--- config.mk ---
export PLATFORM = sky130hd
export DESIGN_NAME = fifo_gray_ptr
export DESIGN_NICKNAME = d
export VERILOG_FILES = /design/src/rtl/fifo_gray_pkg.sv /design/src/rtl/sync_chain.sv /design/src/rtl/fifo_gray_ptr.sv
export SDC_FILE = /design/constraint.sdc
export NUM_CORES = 1
export LEC_CHECK = 0
export ABC_AREA = 0
export ABC_CLOCK_PERIOD_IN_PS = 4600
export CORE_UTILIZATION = 39
export CTS_BUF_LIST = sky130_fd_sc_hd__clkbuf_16
export DETAILED_ROUTE_END_ITERATION = 8
export PLACE_DENSITY_LB_ADDON = 0.12
export SETUP_SLACK_MARGIN = 0.4
export SYNTH_ARGS = -nofsm -noshare
export SYNTH_HDL_FRONTEND = slang
export SYNTH_HIERARCHICAL = 1
export SYNTH_SLANG_ARGS = --single-unit
--- constraint.sdc ---
create_clock -name clk -period 4.6 [get_ports clk]
set_input_delay 0.46 -clock clk [delete_from_list [all_inputs] [get_ports clk]]
set_output_delay 0.46 -clock clk [all_outputs]
set_load 0.02 [all_outputs]
--- src/rtl/fifo_gray_pkg.sv ---
// Shared constants and width-generic Gray/binary conversions for the
// dual-clock FIFO pointer logic.
package fifo_gray_pkg;

  localparam int unsigned MODE_WRITE = 0;
  localparam int unsigned MODE_READ  = 1;

  // Widest pointer supported: ADDR_WIDTH up to 15 gives 16-bit pointers.
  localparam int unsigned PTR_MAX_W  = 16;

  // Binary to Gray over the low 'width' bits; bits at or above 'width' are forced to 0.
  function automatic logic [PTR_MAX_W-1:0] bin2gray(input logic [PTR_MAX_W-1:0] bin,
                                                    input int unsigned          width);
    logic [PTR_MAX_W-1:0] shifted;
    logic [PTR_MAX_W-1:0] gray;
    shifted = bin >> 1;
    gray    = '0;
    for (int unsigned i = 0; i < PTR_MAX_W; i++) begin
      if (i < width) begin
        gray[i] = bin[i] ^ ((i + 1 < width) ? shifted[i] : 1'b0);
      end
    end
    return gray;
  endfunction

  // Gray to binary as a prefix XOR from the MSB down, valid for any width.
  function automatic logic [PTR_MAX_W-1:0] gray2bin(input logic [PTR_MAX_W-1:0] gray,
                                                    input int unsigned          width);
    logic [PTR_MAX_W-1:0] bin;
    logic                 acc;
    int unsigned          idx;
    bin = '0;
    acc = 1'b0;
    for (int unsigned k = 0; k < PTR_MAX_W; k++) begin
      idx = PTR_MAX_W - 1 - k;
      if (idx < width) begin
        acc      = acc ^ gray[idx];
        bin[idx] = acc;
      end
    end
    return bin;
  endfunction

endpackage

--- src/rtl/sync_chain.sv ---
// Plain multi-flop synchroniser chain with synchronous reset to zero.
module sync_chain #(
  parameter int unsigned WIDTH  = 1,
  parameter int unsigned STAGES = 2
) (
  input  logic             clk,
  input  logic             rst,
  input  logic [WIDTH-1:0] d,
  output logic [WIDTH-1:0] q
);

  logic [WIDTH-1:0] stage [STAGES];

  always_ff @(posedge clk) begin
    if (rst) begin
      for (int unsigned i = 0; i < STAGES; i++) begin
        stage[i] <= '0;
      end
    end else begin
      stage[0] <= d;
      for (int unsigned i = 1; i < STAGES; i++) begin
        stage[i] <= stage[i-1];
      end
    end
  end

  assign q = stage[STAGES-1];

endmodule

--- src/rtl/fifo_gray_ptr.sv ---
// One side of an async FIFO: local binary/Gray pointer, synchronised remote
// pointer, and registered full/empty flag plus occupancy level.
module fifo_gray_ptr
  import fifo_gray_pkg::*;
#(
  parameter int unsigned ADDR_WIDTH  = 4,
  parameter int unsigned MODE        = 0,
  parameter int unsigned SYNC_STAGES = 2
) (
  input  logic                  clk,
  input  logic                  rst,
  input  logic                  inc,
  input  logic [ADDR_WIDTH:0]   remote_ptr_gray,
  output logic [ADDR_WIDTH:0]   ptr_gray,
  output logic [ADDR_WIDTH-1:0] addr,
  output logic                  flag,
  output logic [ADDR_WIDTH:0]   level
);

  localparam int unsigned     PTR_W     = ADDR_WIDTH + 1;
  // Full when the local Gray pointer equals the remote one with its top two bits inverted.
  localparam logic [PTR_W-1:0] FULL_MASK = PTR_W'(3) << (ADDR_WIDTH - 1);
  localparam logic            RST_FLAG  = (MODE == MODE_READ);

  logic [PTR_W-1:0] ptr_bin;
  logic [PTR_W-1:0] ptr_bin_next;
  logic [PTR_W-1:0] ptr_gray_next;
  logic [PTR_W-1:0] rsync;
  logic [PTR_W-1:0] rbin;
  logic [PTR_W-1:0] level_next;
  logic             flag_next;
  logic             accept;

  sync_chain #(
    .WIDTH  (PTR_W),
    .STAGES (SYNC_STAGES)
  ) u_remote_sync (
    .clk (clk),
    .rst (rst),
    .d   (remote_ptr_gray),
    .q   (rsync)
  );

  // Next pointer, flag and level; the flag sees the advanced pointer so it never lags an accept.
  always_comb begin
    accept        = inc && !flag;
    ptr_bin_next  = ptr_bin + PTR_W'(accept);
    ptr_gray_next = PTR_W'(bin2gray(PTR_MAX_W'(ptr_bin_next), PTR_W));
    rbin          = PTR_W'(gray2bin(PTR_MAX_W'(rsync), PTR_W));
    flag_next     = RST_FLAG;
    level_next    = '0;
    if (MODE == MODE_WRITE) begin
      flag_next  = (ptr_gray_next == (rsync ^ FULL_MASK));
      level_next = ptr_bin_next - rbin;
    end else begin
      flag_next  = (ptr_gray_next == rsync);
      level_next = rbin - ptr_bin_next;
    end
  end

  always_ff @(posedge clk) begin
    if (rst) begin
      ptr_bin  <= '0;
      ptr_gray <= '0;
      flag     <= RST_FLAG;
      level    <= '0;
    end else begin
      ptr_bin  <= ptr_bin_next;
      ptr_gray <= ptr_gray_next;
      flag     <= flag_next;
      level    <= level_next;
    end
  end

  assign addr = ptr_bin[ADDR_WIDTH-1:0];

endmodule
### M1 wires

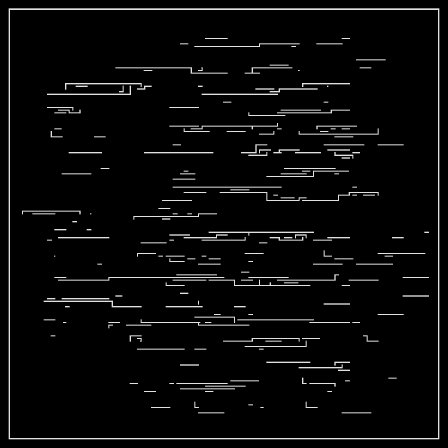
longest straight run	14.7 um
wire length on this layer	689 um
main direction	horizontal
nets with wire on the layer	117
share of all routed wire	43%
met1 Resource Use GR: 14.6%
Post-Route WL: 1590 um
Vias: 678

==> results.toml <==
# implementation run metrics
[routing]
wl_per_cell_um = 10.6
drc = 0

[cts]
clock_latency_ns = 0.26
postCtsResizedCells = 0
numCtsBuffers = 3
clock_sinks = 25
htreeDepth = 1
cts_hold_buf = 0

[worst_setup_path]
r2r-start = "u_remote_sync/stage[0][9]"
path_max_fanout = 3
worstPathArrival_ns = 3.11
r2r_slack_ns = 1.64

[synth]
synthAoiAreaFrac_pct = 3.68
adder_share_pct = 8.74
synth.distinct_cells = 26
syn_area_per_cell_um2 = 10.9

[grt]
gr-total-overflow = 0

[floorplanning]
fp_util_pct = 42.4
fp.dieW_um = 54.8

[final_layout]
instances_no_fill = 150
antennaDiodeCount = 0

[status]
outcome = "finished, final reports clean"

[final_timing]
skew_ns = 0.00198

[power]
ir_drop_mv = 0.229

[min_path]
worstHoldStart = "u_remote_sync/stage[0][3]"

[place]
hpwl_um = 1200
### Metal 2

The bar under the picture is 20 um long. Cells faint in the background.
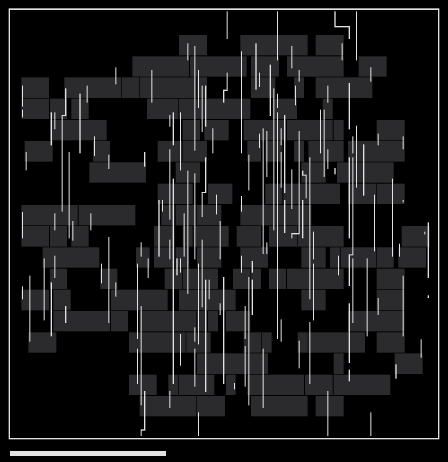
wire length on this layer	783 um
longest straight run	28.9 um
share of all routed wire	49%
main direction	vertical
M2 GR Usage: 22.5%

report_power, final:
group	internal (mW)	switching [mW]
clock network	0.116	0.0711
registers	0.235	0.00605
logic	0.0630	0.0578
total	0.414	0.135
critical path, stage by stage, from the launching register on:
cell and delay [ns]:
dfxtp_1 0.34, xnor2_1 0.25, xor2_1 0.24, xor2_1 0.34
xnor2_1 0.17, ha_1 0.20, inv_1 0.06, fa_1 0.40
a21o_1 0.17, a21oi_1 0.17, xor2_1 0.17, mux2_2 0.34
metal layers:
metal / share of wire (%) / GRT usage [%]
met1: 43 / 14.6
met4: 2.3 / 8.97
met3: 4.9 / 5.00
met2: 49 / 22.5
met5: 0 / 0
synth_stat cells:
master,count,area share (%)
a21boi_0,1,0.69
xnor2_1,8,6.4
a21oi_1,1,0.46
mux2i_1,1,0.92
nor2b_1,16,9.2
mux2_2,1,1.0
inv_1,3,1.0
nor3b_1,1,0.69
nor3_1,1,0.46
xor2_2,2,3.0
and2_1,1,0.58
a2111oi_2,1,1.4
or3_1,1,0.58
a21o_1,1,0.69
clkbuf_1,1,0.34
ha_1,6,6.9
nand3_1,1,0.46
nand3_2,2,1.8
xor2_1,7,5.6
fa_1,1,1.8
dfxtp_1,25,46
o21ai_0,1,0.46
nor2_1,10,3.4
inv_2,1,0.34
xor3_1,1,2.2
buf_4,5,3.4
cell type report:
type	instances	area (um2)	share of cell area [%]
Sequential cell	25	500	36.2
Multi-Input combinational cell	65	532	38.4
Clock inverter	1	3.75	0.271
Timing Repair Buffer	22	220	15.9
Clock buffer	3	75.1	5.42
Tap cell	30	37.5	2.71
Inverter	4	15.0	1.08
registers in the layout (all words and copies together) (netlist names):
register / flops
ptr_gray: 4
u_remote_sync/stage: 10
ptr_bin: 5
level: 5
flag: 1
